==> config.mk <==
export PLATFORM = sky130hd
export DESIGN_NAME = stage_sequencer_flat
export DESIGN_NICKNAME = d
export VERILOG_FILES = /design/src/rtl/game_pkg.sv /design/src/rtl/stage_sequencer_if.sv /design/src/rtl/stage_sequencer_rst_pulse_gen.sv /design/src/rtl/stage_sequencer.sv /design/src/flat_wrapper.sv
export SDC_FILE = /design/constraint.sdc
export NUM_CORES = 1
export LEC_CHECK = 0
export CAP_MARGIN = 20
export CORE_ASPECT_RATIO = 1.75
export CORE_MARGIN = 4
export CORE_UTILIZATION = 60
export DETAILED_ROUTE_END_ITERATION = 8
export PLACE_DENSITY = 0.85
export SKIP_CTS_REPAIR_TIMING = 1
export SLEW_MARGIN = 20
export SYNTH_ARGS = -nofsm -noshare
export SYNTH_HDL_FRONTEND = slang
export SYNTH_HIERARCHICAL = 1
export SYNTH_SLANG_ARGS = --single-unit
export TNS_END_PERCENT = 100
==> constraint.sdc <==
create_clock -name clk -period 4.5 [get_ports clk]
set_clock_uncertainty 0.05 [all_clocks]
set_input_delay 0.9 -clock clk [delete_from_list [all_inputs] [get_ports clk]]
set_output_delay 0.9 -clock clk [all_outputs]
set_load 0.01 [all_outputs]
==> src/rtl/game_pkg.sv <==
// Shared definitions for the stage sequencer: state encoding, radius width and
// the pending-outcome type remembered while the iris closes.
package game_pkg;

  localparam int RADIUS_W        = 10;
  localparam int MAX_RADIUS_DFLT = 640;

  localparam logic [2:0] S_OPEN      = 3'd0;
  localparam logic [2:0] S_PLAY      = 3'd1;
  localparam logic [2:0] S_CLOSE     = 3'd2;
  localparam logic [2:0] S_HOLD      = 3'd3;
  localparam logic [2:0] S_GAME_OVER = 3'd4;

  typedef enum logic {
    PEND_DIE = 1'b0,
    PEND_WIN = 1'b1
  } pending_e;

endpackage

==> src/rtl/stage_sequencer_if.sv <==
// Signal bundle between the sequencer, the game logic and the VGA mask unit.
// master = the sequencer itself; slave = the game/mask side.
interface stage_sequencer_if;
  import game_pkg::*;

  logic                frame_tick;
  logic [1:0]          over;
  logic                start;
  logic [RADIUS_W-1:0] radius;
  logic                mask_bypass;
  logic                game_rstn;
  logic [1:0]          stage;
  logic [1:0]          lives;
  logic                game_over;

  modport master (
    input  frame_tick, over, start,
    output radius, mask_bypass, game_rstn, stage, lives, game_over
  );

  modport slave (
    output frame_tick, over, start,
    input  radius, mask_bypass, game_rstn, stage, lives, game_over
  );

endinterface

==> src/rtl/stage_sequencer_rst_pulse_gen.sv <==
// Holds the game-world reset low for RST_CYCLES clocks after system reset
// release or after a trigger pulse.
module rst_pulse_gen #(
  parameter int RST_CYCLES = 8
) (
  input  logic clk,
  input  logic rstn,
  input  logic trigger,
  output logic game_rstn
);

  localparam int CNT_W = $clog2(RST_CYCLES + 1);

  logic [CNT_W-1:0] cnt;

  // NOTE: sequential state uses non-blocking assignments only, and reset is
  // sampled on the clock edge (synchronous) rather than in the sensitivity list.
  always_ff @(posedge clk) begin
    if (!rstn) begin
      cnt       <= CNT_W'(RST_CYCLES);
      game_rstn <= 1'b0;
    end else if (trigger) begin
      // The trigger edge itself already drives game_rstn low, so one less to go.
      cnt       <= CNT_W'(RST_CYCLES - 1);
      game_rstn <= 1'b0;
    end else if (cnt != '0) begin
      cnt       <= cnt - 1'b1;
      game_rstn <= 1'b0;
    end else begin
      game_rstn <= 1'b1;
    end
  end

endmodule

==> src/rtl/stage_sequencer.sv <==
// Game-flow controller: iris-in, play, iris-out and dark hold between stages,
// with stage/lives bookkeeping and a game-over state awaiting restart.
module stage_sequencer
  import game_pkg::*;
#(
  parameter int MAX_RADIUS  = MAX_RADIUS_DFLT,
  parameter int STEP        = 4,
  parameter int HOLD_FRAMES = 30,
  parameter int RST_CYCLES  = 8,
  parameter int INIT_LIVES  = 3,
  parameter int NUM_STAGES  = 4
) (
  input logic                clk,
  input logic                rstn,
  stage_sequencer_if.master  bus
);

  localparam int HOLD_W = (HOLD_FRAMES > 1) ? $clog2(HOLD_FRAMES) : 1;
  localparam logic [HOLD_W-1:0]   HOLD_LAST = HOLD_W'(HOLD_FRAMES - 1);
  localparam logic [RADIUS_W:0]   STEP_X    = (RADIUS_W + 1)'(STEP);
  localparam logic [RADIUS_W:0]   MAX_X     = (RADIUS_W + 1)'(MAX_RADIUS);
  localparam logic [RADIUS_W-1:0] STEP_R    = RADIUS_W'(STEP);
  localparam logic [RADIUS_W-1:0] MAX_R     = RADIUS_W'(MAX_RADIUS);
  localparam logic [1:0]          LIVES_0   = 2'(INIT_LIVES);
  localparam logic [1:0]          LAST_STG  = 2'(NUM_STAGES - 1);

  logic [2:0]          state;
  logic [RADIUS_W-1:0] radius;
  logic [HOLD_W-1:0]   hold_cnt;
  logic [1:0]          stage;
  logic [1:0]          lives;
  pending_e            pending;
  logic                mask_bypass;
  logic                game_over;

  logic [RADIUS_W:0]   radius_up;
  logic                open_done;
  logic                close_done;
  logic                world_reset;
  logic [1:0]          next_stage;

  // Radius math is one bit wider so the opening sum cannot wrap before saturating.
  assign radius_up   = {1'b0, radius} + STEP_X;
  assign open_done   = radius_up >= MAX_X;
  assign close_done  = {1'b0, radius} <= STEP_X;
  assign world_reset = (state == S_HOLD) && bus.frame_tick && (hold_cnt == HOLD_LAST);
  assign next_stage  = (stage == LAST_STG) ? 2'd0 : stage + 2'd1;

  always_ff @(posedge clk) begin
    if (!rstn) begin
      state       <= S_OPEN;
      radius      <= '0;
      hold_cnt    <= '0;
      stage       <= 2'd0;
      lives       <= LIVES_0;
      pending     <= PEND_WIN;
      mask_bypass <= 1'b0;
      game_over   <= 1'b0;
    end else begin
      case (state)
        S_OPEN: if (bus.frame_tick) begin
          if (open_done) begin
            radius      <= MAX_R;
            state       <= S_PLAY;
            mask_bypass <= 1'b1;
          end else begin
            radius <= radius_up[RADIUS_W-1:0];
          end
        end
        S_PLAY: begin
          radius <= MAX_R;
          // Death has priority when both flags are raised together.
          if (bus.over[1]) begin
            lives       <= (lives == 2'd0) ? 2'd0 : lives - 2'd1;
            pending     <= PEND_DIE;
            state       <= S_CLOSE;
            mask_bypass <= 1'b0;
          end else if (bus.over[0]) begin
            pending     <= PEND_WIN;
            state       <= S_CLOSE;
            mask_bypass <= 1'b0;
          end
        end
        S_CLOSE: if (bus.frame_tick) begin
          if (close_done) begin
            radius   <= '0;
            hold_cnt <= '0;
            if (pending == PEND_WIN) stage <= next_stage;
            if (lives != 2'd0) begin
              state <= S_HOLD;
            end else begin
              state     <= S_GAME_OVER;
              game_over <= 1'b1;
            end
          end else begin
            radius <= radius - STEP_R;
          end
        end
        S_HOLD: begin
          radius <= '0;
          if (bus.frame_tick) begin
            if (hold_cnt == HOLD_LAST) begin
              hold_cnt <= '0;
              state    <= S_OPEN;
            end else begin
              hold_cnt <= hold_cnt + 1'b1;
            end
          end
        end
        S_GAME_OVER: begin
          radius <= '0;
          if (bus.start) begin
            lives     <= LIVES_0;
            stage     <= 2'd0;
            game_over <= 1'b0;
            hold_cnt  <= '0;
            state     <= S_HOLD;
          end
        end
        default: state <= S_OPEN;
      endcase
    end
  end

  rst_pulse_gen #(.RST_CYCLES(RST_CYCLES)) u_rst_pulse_gen (
    .clk       (clk),
    .rstn      (rstn),
    .trigger   (world_reset),
    .game_rstn (bus.game_rstn)
  );

  assign bus.radius      = radius;
  assign bus.mask_bypass = mask_bypass;
  assign bus.stage       = stage;
  assign bus.lives       = lives;
  assign bus.game_over   = game_over;

endmodule
==> src/flat_wrapper.sv <==
// flat-port wrapper written by rule: the top's interface ports become plain ports
module stage_sequencer_flat import game_pkg::*;
#(
  parameter int MAX_RADIUS  = MAX_RADIUS_DFLT,
  parameter int STEP        = 4,
  parameter int HOLD_FRAMES = 30,
  parameter int RST_CYCLES  = 8,
  parameter int INIT_LIVES  = 3,
  parameter int NUM_STAGES  = 4
)
  (clk, rstn, bus_frame_tick, bus_over, bus_start, bus_radius, bus_mask_bypass, bus_game_rstn, bus_stage, bus_lives, bus_game_over);
  stage_sequencer_if bus_i ();
  input logic clk;
  input logic rstn;
  input wire logic [$bits(bus_i.frame_tick)-1:0] bus_frame_tick;
  input wire logic [$bits(bus_i.over)-1:0] bus_over;
  input wire logic [$bits(bus_i.start)-1:0] bus_start;
  output wire logic [$bits(bus_i.radius)-1:0] bus_radius;
  output wire logic [$bits(bus_i.mask_bypass)-1:0] bus_mask_bypass;
  output wire logic [$bits(bus_i.game_rstn)-1:0] bus_game_rstn;
  output wire logic [$bits(bus_i.stage)-1:0] bus_stage;
  output wire logic [$bits(bus_i.lives)-1:0] bus_lives;
  output wire logic [$bits(bus_i.game_over)-1:0] bus_game_over;
  assign bus_i.frame_tick = bus_frame_tick;
  assign bus_i.over = bus_over;
  assign bus_i.start = bus_start;
  assign bus_radius = bus_i.radius;
  assign bus_mask_bypass = bus_i.mask_bypass;
  assign bus_game_rstn = bus_i.game_rstn;
  assign bus_stage = bus_i.stage;
  assign bus_lives = bus_i.lives;
  assign bus_game_over = bus_i.game_over;
  stage_sequencer #(.MAX_RADIUS(MAX_RADIUS), .STEP(STEP), .HOLD_FRAMES(HOLD_FRAMES), .RST_CYCLES(RST_CYCLES), .INIT_LIVES(INIT_LIVES), .NUM_STAGES(NUM_STAGES)) u_core (.clk(clk), .rstn(rstn), .bus(bus_i));
endmodule
**Signal wires by layer**

Drawn at 6 px/µm.
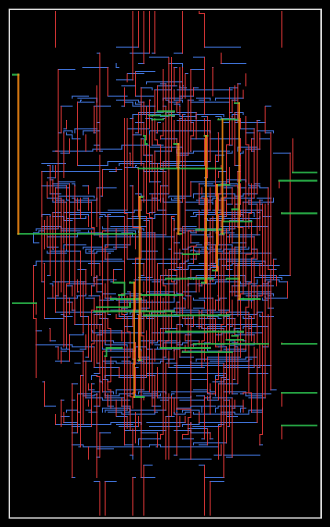
Key: green = M3 [wire length 225 µm]; red = M2 [wire length 2630 µm]; orange = M4 [wire length 178 µm]; blue = M1 [wire length 1850 µm]

==> run summary <==
Clock Root Buffer -> clkbuf_8
combinational gate area -> 0.001267 mm²
# IOs -> 23
Synth Warn # -> 6
Logic Gate Count -> 195
CP startpoint kind -> input port
minimum clock period -> 2.599 ns
Cell Type Count -> 61
invs w/o clock -> 12
hold path startpoint -> u_core/bus.stage[1]$_SDFFE_PN0P_
outcome -> finished clean
Pwr Total -> 1.371 mW
CTS Buf Count -> 3
register area share after synthesis -> 27.90%
RSZ-0062 raised after global routing -> no
EDFF count, synth -> 0
via count -> 1946
CTS Sinks -> 28
Worst Setup EP -> u_core/hold_cnt[2]$_SDFFE_PN0P_
1st-pass router iterations -> 4
FFs w/ async S/R, synth -> 0%
max-cap violations -> 0
final HPWL from detailed placement -> 3645 µm
die width -> 51.75 µm
Floorplan Utilization -> 63.28%
initial antenna violation count -> 0
Final Hold Fails -> 0
largest class -> multi-input combinational cells
Pwr Density -> 623.9 mW/mm²
Gate Count Post-Synth -> 249
final core utilization -> 69.23%
Setup violations, final -> 0
Yosys top cell area share -> 27.90%
routed len/inst -> 16.16 µm
vias per std cell -> 6.444
Core Region -> 0.003176 mm²
worst min path class -> flip-flop to flip-flop
Max clock buf depth -> 2
Yosys chip area -> 0.002009 mm²
cycle use final -> 57.76%
CP max stage cell -> clkdlybuf4s50_1
Hold Slack -> 0.4311 ns
flop share of the area -> 25.50%
Final #Nets -> 273
Buf/Inv on CP -> 2
Die H -> 84.56 µm
reg2reg start -> u_core/state[2]$_SDFFE_PN0P_
Hold Path Depth -> 2
n_taps -> 43
clock slew at reported path FFs -> 0.09 ns
port buffer count -> 20
CP arrival -> 2.77 ns
Reg area -> 560.5 µm²
pin count of the biggest net entering global routing -> 21
Starting DRT DRC Count -> 95
hold worst-path end -> u_core/bus.stage[1]$_SDFFE_PN0P_
row count -> 27
critical path startpoint -> rstn
peak supply drop -> 0.3677 mV
FMAX -> 0.3847 GHz
CP peak stage delay -> 0.88 ns
most used flip-flop cell -> dfxtp_1
mean post-synth cell area -> 8.070 µm²
CTS tree -> yes
CP Capture Type -> flip-flop
Crit path depth -> 5
top cells, area -> dfxtp_1 28%, o21ai_0 5.2%, ha_1 4.4%
R2R cell count -> 5
GPL Wtd Cong -> 0.9106
DRC errors left -> 0
# diodes -> 0
GRT Util Overall -> 23.59%
Layout area overhead -> 9.402%
share of cells above drive strength 1 -> 6.564%
Non-clock buffers -> 20
r2r setup slk -> 2.10 ns
**Close-up of the layout**

Window x 29 to 49, y 11 to 31 µm. Cells in grey, sequential cells in the stronger grey; small squares are vias.
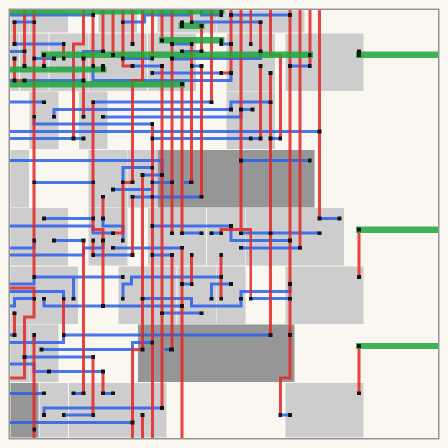
Key: green = M3; red = M2; blue = M1
Most frequent: nor2_1 (4), clkdlybuf4s50_1 (3). Sequential cells in the window: 2. Netlist names of flops here include `u_core/bus.radius` (2). 27 logic cells have their middle in the window.

==> synthesized netlist by cell type (all sizes together) (2+ instances only) <==
| master | count |
|---|---|
| a31oi | 2 |
| nor2 | 22 |
| o21a | 7 |
| o211ai | 2 |
| buf | 6 |
| or3b | 4 |
| o2111ai | 2 |
| nand4 | 5 |
| o21ai | 21 |
| inv | 12 |
| o31ai | 3 |
| mux2i | 6 |
| nand2 | 18 |
| a211o | 2 |
| or4 | 2 |
| a21o | 2 |
| or2 | 2 |
| nand3b | 3 |
| o2bb2ai | 2 |
| nand3 | 11 |
| mux2 | 3 |
| nor3b | 6 |
| nand2b | 3 |
| a21boi | 3 |
| o41ai | 2 |
| xnor2 | 2 |
| ha | 7 |
| nor3 | 7 |
| o21bai | 2 |
| a221oi | 3 |
| clkbuf | 8 |
| or3 | 6 |
| a21oi | 15 |
| dfxtp | 28 |
| o22ai | 5 |
| and2 | 2 |
==> sequential cells by signal, indices dropped and copies added, names as in the netlist <==
register                          count
u_core/bus.mask_bypass                1
u_core/bus.stage                      2
u_core/pending                        1
u_core/u_rst_pulse_gen/cnt            4
u_core/bus.game_over                  1
u_core/u_rst_pulse_gen/game_rstn      1
u_core/hold_cnt                       5
u_core/bus.lives                      2
u_core/state                          3
u_core/bus.radius                     8
==> power breakdown <==
| part | switching, mW | internal (mW) | leakage (nW) |
|---|---|---|---|
| clock network | 0.0769 | 0.119 | 0.0357 |
| registers | 0.122 | 0.309 | 0.228 |
| logic | 0.404 | 0.340 | 0.535 |
==> metal layers <==
metal / track usage [%] / part of all wire [%] / vias to the layer above
li1: - / - / 935
met1: 26.26 / 38 / 922
met2: 41.88 / 54 / 72
met3: 2.842 / 4.6 / 17
met4: 12.41 / 3.6 / 0
met5: 0 / 0 / -
==> cells in the final DEF, fill, tap and decap left out, drive strengths merged, types with 3 or more instances in the layout <==
| cell | instances |
|---|---|
| mux2 | 3 |
| nand3 | 11 |
| inv | 12 |
| or3b | 4 |
| o21ai | 21 |
| clkbuf | 3 |
| nor3 | 7 |
| a21oi | 15 |
| nand4 | 5 |
| o22ai | 5 |
| dfxtp | 28 |
| nor2 | 22 |
| o21a | 7 |
| ha | 7 |
| a21boi | 3 |
| nor3b | 6 |
| nand3b | 3 |
| nand2 | 18 |
| clkdlybuf4s50 | 20 |
| mux2i | 6 |
| or3 | 6 |
| a221oi | 3 |
| o31ai | 3 |
| nand2b | 3 |
==> logic make-up (layout without fill, tap and decap cells) <==
kind of cell	after synthesis	after routing	share of synthesized area, %
AND/OR/NAND/NOR	97	97	26.71
multiplexers	9	9	4.670
AND-OR/OR-AND	78	78	26.09
buffers and inverters	27	36	9.215
XOR/XNOR	2	2	0.8719
flip-flops	28	28	27.90
other	1	2	0.1866
adder cells (fa/ha/maj)	7	7	4.358
==> tightest hold or removal path, stage by stage (launching register included) <==
cell and delay, ns:
dfxtp_1 0.34, nand2_1 0.06, a21oi_1 0.05
==> per-stage QoR <==
step	setup WS (ns)	cell area [µm²]	cells
CTS	1.925	2198	302
finish	1.901	2198	302
detailed placement	1.639	2127	298
global route	1.715	2198	302
global placement	1.634	2127	298
floorplan	2.430	2013	250
Power is estimated from default activity; no workload was simulated.
